clock_wires.png
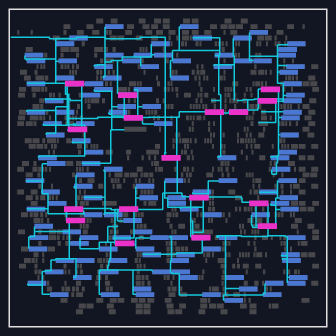
floorplan.png
The bar under the picture is 50 µm long. Pins as bars on the die edge.
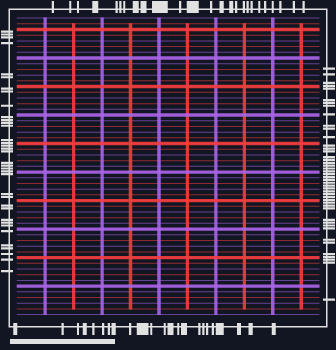
class_map.png
Fill, decap, tap and diode cells in grey.
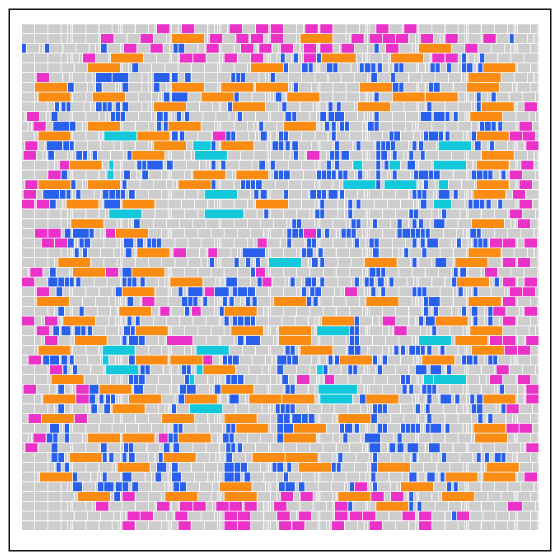
<file path="config.mk">
export PLATFORM = sky130hd
export DESIGN_NAME = fetch_stage
export DESIGN_NICKNAME = d
export VERILOG_FILES = /design/src/rtl/fetch_stage_pkg.sv /design/src/rtl/fetch_skid_buffer.sv /design/src/rtl/fetch_stage.sv
export SDC_FILE = /design/constraint.sdc
export NUM_CORES = 1
export LEC_CHECK = 0
export ABC_AREA = 1
export CELL_PAD_IN_SITES_DETAIL_PLACEMENT = 0
export CELL_PAD_IN_SITES_GLOBAL_PLACEMENT = 2
export CORE_MARGIN = 3
export CORE_UTILIZATION = 30
export DETAILED_ROUTE_END_ITERATION = 10
export PLACE_DENSITY_LB_ADDON = 0.1
export SKIP_CTS_REPAIR_TIMING = 1
export SLEW_MARGIN = 30
export SYNTH_ARGS = -nofsm -noshare
export SYNTH_HDL_FRONTEND = slang
export SYNTH_HIERARCHICAL = 1
export SYNTH_SLANG_ARGS = --single-unit
</file>
<file path="constraint.sdc">
create_clock -name clk -period 3.6 [get_ports clk]
set_input_delay 0.72 -clock clk [delete_from_list [all_inputs] [get_ports clk]]
set_output_delay 0.72 -clock clk [all_outputs]
set_load 0.01 [all_outputs]
</file>
<file path="src/rtl/fetch_stage_pkg.sv">
// ============================================================================
// fetch_stage_pkg : shared MIPS front-end constants and fetch FSM encoding
// Rev 1.0
// ============================================================================
`default_nettype none

package fetch_stage_pkg;

  localparam logic [31:0] MIPS_RESET_PC  = 32'h0040_0000;
  localparam logic [31:0] MIPS_NOP_INSTR = 32'h0000_0000;

  typedef enum logic [1:0] {
    FETCH_REQ   = 2'd0,
    FETCH_HELD  = 2'd1,
    FETCH_DRAIN = 2'd2
  } fetch_state_e;

  function automatic logic [31:0] word_align(input logic [31:0] addr);
    return {addr[31:2], 2'b00};
  endfunction

endpackage

`default_nettype wire

</file>
<file path="src/rtl/fetch_skid_buffer.sv">
// ============================================================================
// fetch_skid_buffer : one-word holding register for a fetch returned under stall
// Rev 1.0
// ============================================================================
`default_nettype none

module fetch_skid_buffer (
  input  logic        clk,
  input  logic        rst_n,
  input  logic        load,
  input  logic        clear,
  input  logic [31:0] load_data,
  output logic [31:0] data,
  output logic        full
);

  // clear wins so a redirect in the same cycle never leaves a stale word behind
  always_ff @(posedge clk or negedge rst_n) begin
    if (!rst_n) begin
      data <= '0;
      full <= 1'b0;
    end else if (clear) begin
      full <= 1'b0;
    end else if (load) begin
      data <= load_data;
      full <= 1'b1;
    end
  end

endmodule

`default_nettype wire

</file>
<file path="src/rtl/fetch_stage.sv">
// ============================================================================
// fetch_stage : MIPS instruction fetch with IF/ID register, stall skid and redirect drain
// Rev 1.0
// ============================================================================
`default_nettype none

module fetch_stage
  import fetch_stage_pkg::*;
#(
  parameter logic [31:0] RESET_PC  = MIPS_RESET_PC,
  parameter logic [31:0] NOP_INSTR = MIPS_NOP_INSTR
) (
  input  logic        clk,
  input  logic        rst_n,
  output logic        imem_req,
  output logic [31:0] imem_addr,
  input  logic        imem_ready,
  input  logic [31:0] imem_rdata,
  input  logic        stall,
  input  logic        redirect_valid,
  input  logic [31:0] redirect_pc,
  output logic [31:0] instr_out,
  output logic [31:0] pc_plus4_out,
  output logic        instr_valid
);

  fetch_state_e state;
  logic [31:0]  pc;
  logic [31:0]  pc_next4;
  logic         skid_load;
  logic         skid_clear;
  logic         skid_full;
  logic [31:0]  skid_data;

  assign pc_next4   = pc + 32'd4;
  assign imem_addr  = pc;
  assign imem_req   = (state != FETCH_HELD);
  assign skid_load  = (state == FETCH_REQ) && imem_ready && stall && !redirect_valid;
  assign skid_clear = redirect_valid || ((state == FETCH_HELD) && !stall);

  fetch_skid_buffer u_skid (
    .clk       (clk),
    .rst_n     (rst_n),
    .load      (skid_load),
    .clear     (skid_clear),
    .load_data (imem_rdata),
    .data      (skid_data),
    .full      (skid_full)
  );

  always_ff @(posedge clk or negedge rst_n) begin
    if (!rst_n) begin
      state        <= FETCH_REQ;
      pc           <= word_align(RESET_PC);
      instr_out    <= NOP_INSTR;
      pc_plus4_out <= '0;
      instr_valid  <= 1'b0;
    end else if (redirect_valid) begin
      // an unanswered request must be drained before the new target is fetched
      pc          <= word_align(redirect_pc);
      instr_out   <= NOP_INSTR;
      instr_valid <= 1'b0;
      if ((state == FETCH_DRAIN) || ((state == FETCH_REQ) && !imem_ready))
        state <= FETCH_DRAIN;
      else
        state <= FETCH_REQ;
    end else begin
      case (state)
        FETCH_REQ: begin
          if (!stall) begin
            if (imem_ready) begin
              instr_out    <= imem_rdata;
              pc_plus4_out <= pc_next4;
              instr_valid  <= 1'b1;
              pc           <= pc_next4;
            end else begin
              instr_out   <= NOP_INSTR;
              instr_valid <= 1'b0;
            end
          end else if (imem_ready) begin
            state <= FETCH_HELD;
          end
        end
        FETCH_HELD: begin
          if (!stall && skid_full) begin
            instr_out    <= skid_data;
            pc_plus4_out <= pc_next4;
            instr_valid  <= 1'b1;
            pc           <= pc_next4;
            state        <= FETCH_REQ;
          end
        end
        FETCH_DRAIN: begin
          if (imem_ready) state <= FETCH_REQ;
        end
        default: state <= FETCH_REQ;
      endcase
    end
  end

endmodule

`default_nettype wire
</file>
==> job_summary.md <==
### Flow metrics

| Metric | Value |
|---|---|
| Most frequent cells after synthesis | `nand2_1 (274), dfrtp_1 (127), nand3_1 (110)` |
| Largest class | `sequential cells` |
| Run status | `complete, no violations` |
| DIE WIDTH | `151 µm` |
| Gp weighted congestion | `0.805` |
| Met2 Use GR | `0.311` |
| 1st-iter DRT viols | `194` |
| Yosys xor share | `0.0195` |
| Slew Limit Fails | `0` |
| Global route hottest layer | `met2` |
| Clock buffer count | `21` |
| NetSw | `approximately 1.8 mW` |
| Initial DRT Pass Iterations | `5` |
| Commonest flop | `dfrtp_1` |
| Relative slew slack | `0.472` |
| Top cells by area | `dfrtp_1 (51%), nand2_1 (16%), nand3_1 (8.8%), nor2_1 (5.7%), o31ai_1 (2.6%)` |
| RSZ-0062 raised after global routing | `no` |
| Cts bufs inserted | `17` |
| Register area share after synthesis | `0.510` |
| Unique cell type count in the Yosys netlist | `34` |
| Top cells excl fill/tap | `nand2_1 (274), clkdlybuf4s50_1 (159), dfrtp_1 (127), nand3_1 (110), nor2_1 (94)` |
| Vias/cell | `4.77` |
| Clock power share | `0.310` |
| Reg power frac | `0.395` |
| Final period util | `0.776` |
| Data required time of the worst path | `around 2.9 ns` |
| Initial core utilization | `0.308` |
| Hold WC Path Type | `in -> async` |
| Post-DP HPWL | `13.7 mm` |
| MI comb area | `2720 µm²` |
| H-tree depth | `4` |
| Highest Signal Layer | `met4` |
| Largest regs | `instr_out (32), u_skid/data (32)` |
| Asr flop ratio synth | `1.00` |
| Placed Instances | `1,190` |
| Fin Hold WS | `0.347 ns` |
| DIE AREA | `22,700 µm²` |
| Final net count | `between 1k and 1.5k` |
| Max-capacitance violation count | `0` |
| Yosys Instances | `789` |
Notes on clock_wires.png above:
Key: clock-net drivers = magenta [count 17]; flip-flops = blue [count 128]; clock wires = cyan [length 2,040 µm]
There are 18 routed clock nets. Position of the flops: widely spread.
Clk. pwr: 1.71 mW
worst-skew pair later-pin latency: 0.42 ns
Post-Route Skew: 0.0123 ns

Notes on floorplan.png above:
Key: VDD = red; VSS = purple
53 met1 rails follow the rows. The core has 52 rows. 10 straps on met5. 167 signal pins sit on the boundary. 10 straps on met4.
Max IR drop VDD: 300 µV
Core Region: 20,400 µm²

Notes on class_map.png above:
Key: registers = orange [cells 128, share of their area 38%]; remaining buffers and delay cells = magenta [cells 173, share of their area 21%]; clock drivers and dummy loads = cyan [cells 31, share of their area 6.9%]; remaining logic cells = blue [cells 619, share of their area 34%]
fin area: 8670 µm²
row count: 52
sequential cell area share: 0.370

Power and IR drop assume default switching activity.
